--- src/rtl/delay_tap_chain.sv ---
// delay_tap_chain
//   CHANNELS independent 2-phase request delay lines. Each channel shifts its
//   input level through a MAX_DELAY-deep shift register and taps it at a
//   runtime-programmable depth d (1..MAX_DELAY). A small config FSM changes
//   a channel's delay only while that channel is quiet, so retargeting the
//   tap never creates or drops an edge on the output.
//
// Ports
//   clk        rising-edge clock
//   rst        asynchronous, active-low reset
//   inR        request levels, one per channel
//   outR       delayed request levels
//   pending    1 = channel has a transition in flight
//   cfg_we     one-cycle config write strobe
//   cfg_ch     target channel of the write
//   cfg_delay  requested delay in cycles (clamped to 1..MAX_DELAY)
//   cfg_busy   1 = a config write is waiting to be applied

// One channel: shift register, delay register and tap select.
module delay_tap_lane #(
    parameter int MAX_DELAY = 16,
    parameter int RST_DELAY = 6,
    parameter int DW        = 5
) (
    input  logic          clk,
    input  logic          rst,
    input  logic          inBit,
    input  logic          loadEn,
    input  logic [DW-1:0] loadVal,
    output logic          outBit,
    output logic          quiet
);
    logic [MAX_DELAY-1:0] sr;
    logic [DW-1:0]        d;

    always_ff @(posedge clk or negedge rst) begin
        if (!rst) begin
            sr <= '0;
            d  <= DW'(RST_DELAY);
        end else begin
            sr[0] <= inBit;
            for (int i = 1; i < MAX_DELAY; i++) sr[i] <= sr[i-1];
            if (loadEn) d <= loadVal;
        end
    end

    // Tap select written as a compare chain so the index width never has
    // to match the register depth.
    always_comb begin
        outBit = 1'b0;
        for (int i = 0; i < MAX_DELAY; i++)
            if (d == DW'(i + 1)) outBit = sr[i];
    end

    // Quiet when the input and every stored bit agree: any tap gives the
    // same level, so moving the tap is invisible on the output.
    assign quiet = (&{sr, inBit}) | ~(|{sr, inBit});
endmodule

module delay_tap_chain #(
    parameter int CHANNELS  = 4,
    parameter int MAX_DELAY = 16,
    parameter int RST_DELAY = 6,
    parameter int DW        = 5,
    parameter int CW        = 2
) (
    input  logic                clk,
    input  logic                rst,
    input  logic [CHANNELS-1:0] inR,
    output logic [CHANNELS-1:0] outR,
    output logic [CHANNELS-1:0] pending,
    input  logic                cfg_we,
    input  logic [CW-1:0]       cfg_ch,
    input  logic [DW-1:0]       cfg_delay,
    output logic                cfg_busy
);
    typedef enum logic [1:0] {IDLE, WAIT, APPLY} cfgState_t;

    cfgState_t           state, stateNext;
    logic [CW-1:0]       latCh;
    logic [DW-1:0]       latDelay;
    logic [DW-1:0]       clampDelay;
    logic [CHANNELS-1:0] quietVec;
    logic                chValid;
    logic                accept;
    logic                selQuiet;

    assign chValid = (32'(cfg_ch) < CHANNELS);

    always_comb begin
        clampDelay = cfg_delay;
        if (cfg_delay == '0)
            clampDelay = DW'(1);
        else if (32'(cfg_delay) > MAX_DELAY)
            clampDelay = DW'(MAX_DELAY);
    end

    always_comb begin
        selQuiet = 1'b0;
        for (int c = 0; c < CHANNELS; c++)
            if (latCh == CW'(c)) selQuiet = quietVec[c];
    end

    // Writes are only taken in IDLE; anything arriving while busy is dropped.
    assign accept = (state == IDLE) && cfg_we && chValid;

    always_ff @(posedge clk or negedge rst) begin
        if (!rst) begin
            state    <= IDLE;
            latCh    <= '0;
            latDelay <= DW'(RST_DELAY);
        end else begin
            state <= stateNext;
            if (accept) begin
                latCh    <= cfg_ch;
                latDelay <= clampDelay;
            end
        end
    end

    always_comb begin
        stateNext = state;
        case (state)
            IDLE:    if (accept)   stateNext = WAIT;
            WAIT:    if (selQuiet) stateNext = APPLY;
            APPLY:                 stateNext = IDLE;
            default:               stateNext = IDLE;
        endcase
    end

    genvar c;
    generate
        for (c = 0; c < CHANNELS; c++) begin : gLane
            delay_tap_lane #(
                .MAX_DELAY(MAX_DELAY),
                .RST_DELAY(RST_DELAY),
                .DW       (DW)
            ) uLane (
                .clk    (clk),
                .rst    (rst),
                .inBit  (inR[c]),
                .loadEn (state == APPLY && latCh == CW'(c)),
                .loadVal(latDelay),
                .outBit (outR[c]),
                .quiet  (quietVec[c])
            );
        end
    endgenerate

    // pending is forced low while reset is held, even if inR is high.
    assign pending  = ~quietVec & {CHANNELS{rst}};
    assign cfg_busy = (state != IDLE);
endmodule
--- config.mk ---
export PLATFORM = sky130hd
export DESIGN_NAME = delay_tap_chain
export DESIGN_NICKNAME = d
export VERILOG_FILES = /design/src/rtl/delay_tap_chain.sv
export SDC_FILE = /design/constraint.sdc
export NUM_CORES = 1
export LEC_CHECK = 0
export CAP_MARGIN = 40
export CORE_MARGIN = 2
export CORE_UTILIZATION = 63
export DETAILED_ROUTE_END_ITERATION = 12
export GPL_TIMING_DRIVEN = 1
export PLACE_DENSITY = 0.87
export SYNTH_ARGS = -nofsm -noshare
export SYNTH_HDL_FRONTEND = slang
export SYNTH_SLANG_ARGS = --single-unit
--- constraint.sdc ---
create_clock -name clk -period 5.05 [get_ports clk]
set_input_delay 0.505 -clock clk [delete_from_list [all_inputs] [get_ports clk]]
set_output_delay 0.505 -clock clk [all_outputs]
set_load 0.005 [all_outputs]
### Routing congestion

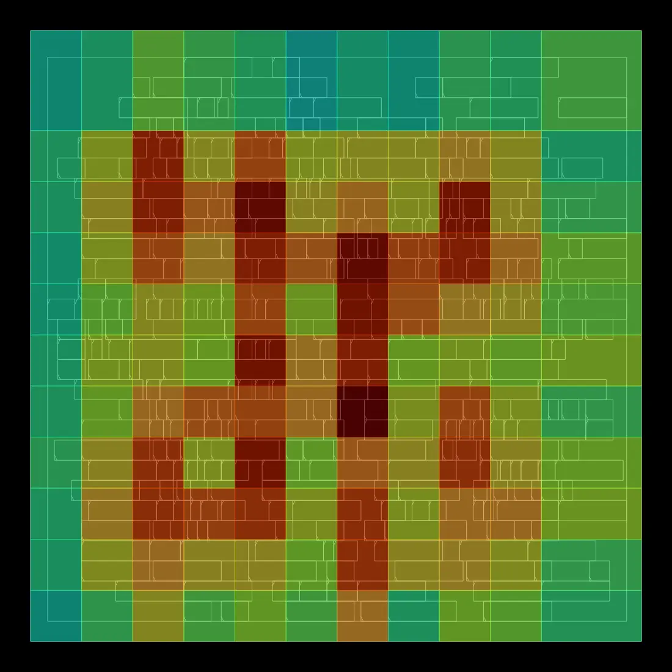
routed length per instance: 18.5 µm
utilization after layout: 73.2%
GRT met1 Usage: 35.0%

### Gate families picked out

(3 px per µm)
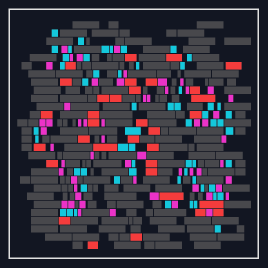
legend:
  mux cells:
    colour: red
    cells: 33
    most_used: mux2_2
  nor cells:
    colour: cyan
    cells: 57
    most_used: nor4_1
    where: all over the die
  nand cells:
    colour: magenta
    cells: 55

### Layout detail

Window x 29 to 54, y 12 to 37 µm. Cells in grey, sequential cells in the stronger grey; small squares are vias.
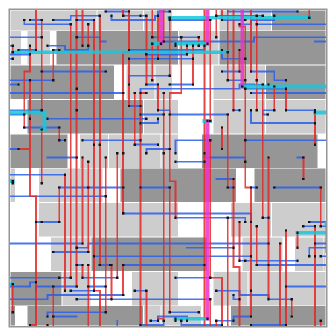
legend:
  M1:
    colour: blue
  M4:
    colour: magenta
  M2:
    colour: red
  M3:
    colour: cyan
most frequent: dfrtp_1 (9), mux2_2 (3)
netlist names of flops here include: `gLane.uLane.d` (5), `gLane.uLane.sr` (4), `state` (2)
cells with their middle in the window: 39
sequential cells in the window: 11

### Pin placement

(6 px per µm) Pins as bars across the die edge, other pins in grey.
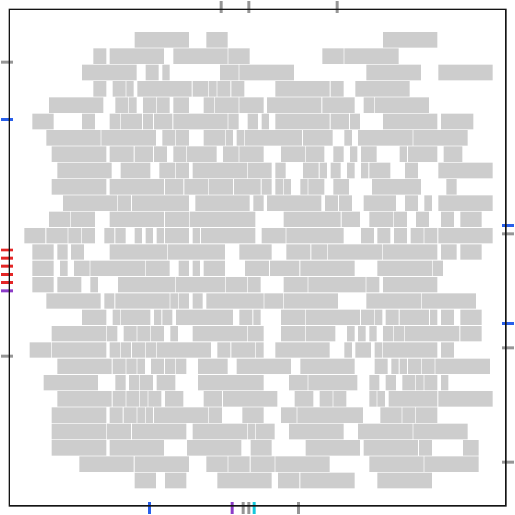
legend:
  `cfg_delay`:
    colour: red
    pins: 5
    direction: input
    edge: left
  `cfg_ch`:
    colour: purple
    pins: 2
    direction: input
    edge: 1 bottom, 1 left
  `inR`:
    colour: blue
    pins: 4
    direction: input
    edge: 2 right, 1 left, 1 bottom
  `cfg_busy`:
    colour: cyan
    pins: 1
    direction: output
    edge: bottom
all pins by edge: 9 left, 6 bottom, 5 right, 3 top

### Sequential cells grouped by signal name

(3 px per µm) Other sequential cells in the stronger grey, the rest of the logic in the fainter grey.
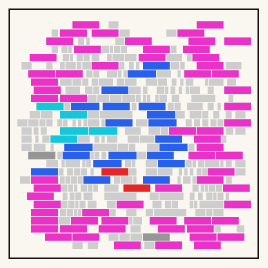
legend:
  `gLane.uLane.d`:
    colour: blue
    flops: 20
    where: centre
  `latDelay`:
    colour: cyan
    flops: 5
    where: middle left
  `gLane.uLane.sr`:
    colour: magenta
    flops: 64
    where: all over the die
  `state`:
    colour: red
    flops: 2
not coloured: 2

==> deck_impl_summary.md <==
Synthesis and Place & Route Summary

Critical path
  – WP data arrival: 2.62 ns
  – Setup slack, reg-to-reg: 3.20 ns
  – Crit Path Max Fanout: 10
  – Nature of the critical path startpoint: flop
  – Crit path from: gLane[0].uLane.d[1]$_DFFE_PN1P_
  – CP required: 4.55 ns
  – Worst-path cell chain: mux4_2 -> nand2_1 -> mux2_4 -> nor2_2 -> a311oi_1 -> nor3_1 -> clkdlybuf4s50_1
  – Worst r2r src: gLane[2].uLane.sr[5]$_DFF_PN0_
  – R2R depth: 6
  – Critical path type: reg2out
  – CP Capture Type: primary output
  – Critical-path top delay cell: dfstp_2
  – Critical path capture point: outR[0]
  – Worst reg2reg endpoint: state[0]$_DFFE_PN0P_
  – Worst path max stage delay: 0.66 ns

Synth
  – Synth cell count leaders: dfrtp_1 (83), nor4_1 (22), mux2_2 (21), nand2_1 (21), nand4_1 (21)
  – Biggest area cells: dfrtp_1 (53%), dfstp_2 (6.8%), mux2_2 (6.1%), nor4_1 (3.5%), nand4_1 (3.4%)
  – Post-synthesis cell area: 0.00388 mm²
  – Flip-flops with a built-in enable: 0
  – Post-synth regs: 93
  – Synth Area per Inst: 12.2 µm²
  – Synth top cell by count: dfrtp_1
  – Yosys cell types: 46
  – Synthesis area per yosys: 0.00388 mm²
  – Net Count, Synth: 331
  – Mapped Cells: 317
  – Top FF cell, synth: dfrtp_1
  – Synth warn: 0
  – Top cell area share: 53.5%
  – Yosys cell count: 317
  – Sequential fraction of the synthesis area: 60.3%
  – Post-synth top area cell: dfrtp_1
  – Ys async rst share: 100%

Global routing
  – Vias in the first global route: 2724
  – Largest net degree at the start of global routing: 59
  – GR Util met3: 7.39%
  – First-pass GRT wire length: 13300 µm
  – Initial antenna violation count: 0
  – Gr busiest metal: met2
  – GR Overflow Total: 0
  – GRT met2 Usage: 42.2%
  – Total GRT Usage: 26.4%

Timing
  – Setup Skew: 0.00758 ns
  – Hold Vio Cnt, Final: 0
  – Tmin final: 3.13 ns
  – Final Cycle Share: 62.0%
  – Worst-margin pin slew: 0.665 ns
  – Unrepaired setup endpoints after global routing: false
  – Worst hold slack: 0.186 ns
  – TNS Setup: 0 ns
  – Fmax: 320 MHz
  – Endpoints failing setup: 0
  – Max-slew headroom: 55.6%
  – Final WS setup: 1.92 ns
  – Final Slew Violations: 0

Drt
  – WL met2: 3800 µm
  – Total Wirelength: 7700 µm
  – Number of nets with antenna violations after routing: 0
  – Vias: 2751
  – DR top layer: met4
  – DR iter-0 viols: 125
  – DRC Markers: 0
  – Met1 Wirelength: 3250 µm
  – Drt pass-1 iters: 5
  – Met3 wire len: 460 µm
  – Via-to-Cell Ratio: 6.60

Clock network
  – H-tree levels: 3
  – CTS tree: built
  – Clock transition at path regs: 0.08 ns
  – Num CTS Buffers: 9
  – Hold-fix buffers, CTS: 0
  – Root buf cell: clkbuf_8
  – Cell resize tally after clock tree synthesis: 0
  – Clock sinks: 93
  – Post-CTS Setup Repair Bufs: 0
  – Bufs on Longest Clock Path: 2
  – Late-Pin Clk Latency: 0.35 ns

Place
  – Number of port buffers: 22
  – Dpl hpwl: 5160 µm
  – Cells after DPL: 402
  – GPL Wtd Cong: 0.811
  – Dpl cell area: 0.00413 mm²
  – Post-placement setup slack: 2.22 ns

Power and ir drop
  – Max IR drop VDD: 315 µV
  – Top pwr grp: sequential cells
  – Logic pwr share: 24.2%
  – P_leak: 1.73 nW
  – Pwr per Cell Area: 509 mW/mm²
  – Share of total power in the clock network: 25.2%
  – Tot Pwr: 2.22 mW
  – P_comb: 0.537 mW
  – NetSw: 0.682 mW
  – Sequential power share: 50.6%
  – Clock-net power: 0.560 mW
  – Flip-flop and latch power: 1.12 mW
  – Cell Int Power: 1.54 mW
  – Switching share of total power: 30.7%

Worst hold path
  – Hold Path Class: in2async

Floorplan
  – Die Y: 82.5 µm
  – IO Pins: 23
  – Placeable Area: 0.00596 mm²
  – Die width: 82.5 µm
  – Cell row count: 28
  – Chip Area: 0.00681 mm²
  – Initial core utilization: 65.2%

Final layout
  – Antenna cell count: 0
  – Filler cells: 390
  – Layout cells sized above 1: 16.7%
  – Finished Cell Area: 0.00436 mm²
  – Final nets: 352
  – Layout area overhead: 12.2%
  – Non-filler instance count after layout: 417

Status
  – Status: finished, final reports clean

Flow run
  – Max Cap Violations: 0
  – Tool warning count: 26
-- kinds of logic after synthesis --
logic type | share of synthesized area [%]
muxes | 10.8
AOI/OAI and AO/OA | 7.77
and+or+nand+nor | 18.3
buffers and inverters | 2.90
DFF | 60.3
-- registers in the layout, summed over array words and instances, names as in the netlist --
register and cells:
latDelay 5, latCh 2, state 2, gLane.uLane.sr 64
gLane.uLane.d 20
-- cells in the final DEF, fill, tap and decap left out, types with 2 or more instances in the layout --
cell,count
o21ai_0,15
inv_1,8
nand4b_1,3
and3b_1,3
mux2_4,2
nor4_1,22
buf_4,2
a31oi_1,2
bufinv_16,3
or4bb_1,2
mux2i_1,5
dfstp_2,10
clkbuf_1,2
nor3b_1,3
nor3_1,5
clkdlybuf4s50_1,21
nand4_1,21
a21oi_1,11
nor2_1,17
or4_1,2
o22ai_1,3
nand2b_1,5
nor2b_1,7
dfrtp_1,83
o211ai_1,3
a311oi_1,2
mux2_2,21
clkbuf_8,9
nand2_1,21
a22o_1,3
nand3_1,4
mux4_2,4
a211oi_1,2
-- area by class of cell --
| cell class | count | area, µm² | share of cell area [%] |
|---|---|---|---|
| Clock inverter | 4 | 97.6 | 2.24 |
| Timing Repair Buffer | 24 | 235 | 5.40 |
| Sequential cell | 93 | 2340 | 53.7 |
| Clock buffer | 11 | 131 | 3.01 |
| Multi-Input combinational cell | 202 | 1430 | 32.8 |
| Inverter | 8 | 30.0 | 0.689 |
| Tap cell | 75 | 93.8 | 2.15 |
-- critical path: cells and delay by family (launching register included) --
kind / cells / cell delay (ns)
buffers and inverters: 1 / 0.45
AOI/OAI and AO/OA: 1 / 0.26
and+or+nand+nor: 3 / 0.23
DFF: 1 / 0.66
muxes: 2 / 0.69
No activity file was given, so power comes from the tool's default toggle rates.
